Figure 1. Metal layers overlaid.
Only two layers are drawn.
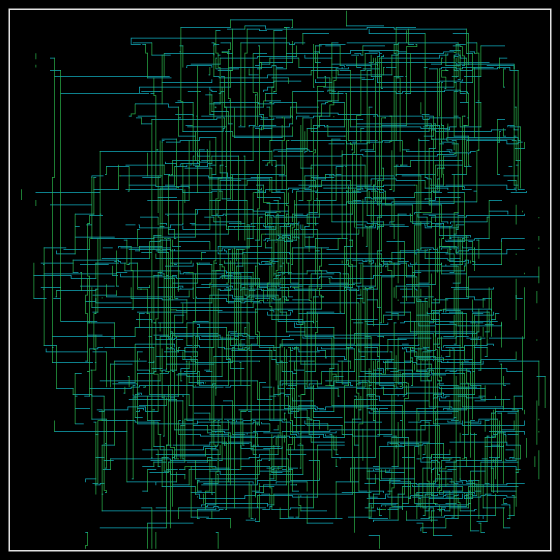
Figure 2. Register map, names as in the netlist.
Bar = 20 um.
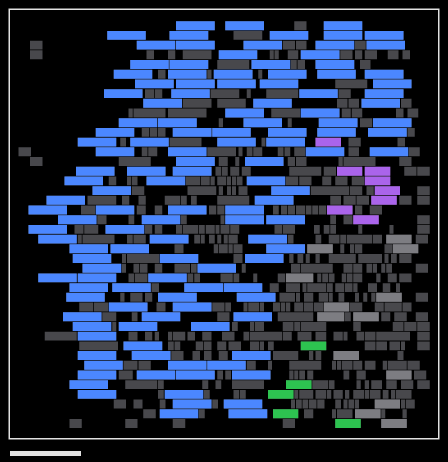
Figure 3. Clock wiring as the flow saved it.
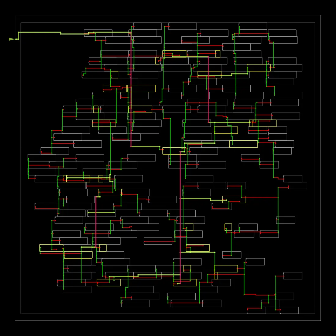
Figure 4. Gate-type map.
Bar = 20 um.
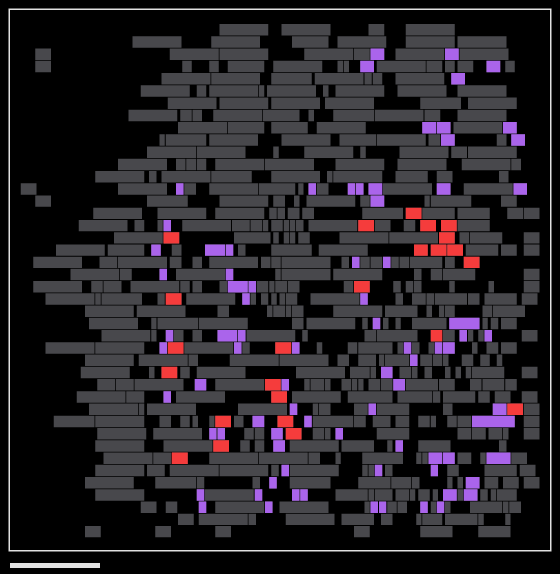
Design inst_fetch_flat, sky130hd; sources not shown.
==> impl_metrics.json <==
{
  "outcome": "completed",
  "detail_route.vias_per_cell": 5.82,
  "worst-endpoint-arrival_ps": 1680,
  "netlist_logic_family_top": "simple AND/OR/NAND/NOR gates",
  "synth_area_per_cell_um2": 13.5,
  "filler_cell_count": 1000,
  "synth.area.mux_share_pct": 5.71,
  "power.net_switching_mw": 1.18,
  "synthesis.area_um2": 6730,
  "met1_length_um": 6930,
  "final-max-slew-violation-count": 0,
  "htree_num_levels": 4,
  "power_mw": 5.66,
  "sequential_cell_total": 154,
  "post_placement_cell_count": 715,
  "synth-area-yosys_um2": 6730,
  "top_area_cell_class": "flip-flops and latches",
  "critical_path_cell_count": 2,
  "grt_pass1_vias": 4214,
  "postPlaceCellArea_um2": 7430,
  "antenna_found_initial": 0,
  "post_cts.repair.setup_buffers": 0,
  "cp.buffers_inverters": 2
}
Notes on Figure 1 above:
| layer | colour | wire length |
|---|---|---|
| metal 1 | cyan | 6930 um |
| metal 2 | green | 7210 um |
Global Route Usage Sum: 22.6%
via count: 4350
final wirelength: 15400 um
average routed wire per standard cell: 20.6 um

Notes on Figure 2 above:
| name in the netlist | colour | flops |
|---|---|---|
| u_core.wptr_q | green | 5 |
| u_core.bus.iBus | purple | 8 |
| u_core.u_prog_mem.mem_q | blue | 128 |
power in sequential cells: 2.82 mW
sequential share of cell area: 54.3%
Seq. cell area: 4370 um^2

Notes on Figure 3 above:
clock buf count: 19
insertion delay to the later sink of the worst-skew pair: 430 ps
Clock Skews: 6.68 ps

Notes on Figure 4 above:
| family | colour | cells | most used |
|---|---|---|---|
| aoi and oai cells | purple | 81 | a21oi_1 |
| non-inverting ao/oa cells | red | 24 | a221o_1 |
top logic cell by instance count in the layout: sky130_fd_sc_hd__edfxtp_1
Final Instance Count excl. Fillers: 747
fraction of standard cell area in multi-input logic: 26.7%

## synthesized netlist by cell type (all sizes together) (2+ instances only)
| master | count |
|---|---|
| and3 | 3 |
| nand2b | 28 |
| dfxtp | 26 |
| a32oi | 4 |
| nand3 | 14 |
| nor3b | 3 |
| mux2i | 8 |
| o21ai | 19 |
| inv | 10 |
| a311oi | 8 |
| mux2 | 9 |
| a311o | 7 |
| clkbuf | 17 |
| edfxtp | 128 |
| mux4 | 9 |
| a2111oi | 7 |
| nand2 | 25 |
| a221o | 14 |
| buf | 17 |
| nor4 | 4 |
| o211ai | 8 |
| ha | 4 |
| a22oi | 2 |
| and2 | 2 |
| xnor2 | 4 |
| nor3 | 13 |
| nor2 | 49 |
| nand3b | 3 |
| xor2 | 6 |
| a21oi | 28 |
| nor2b | 10 |
Power and IR drop assume default switching activity.
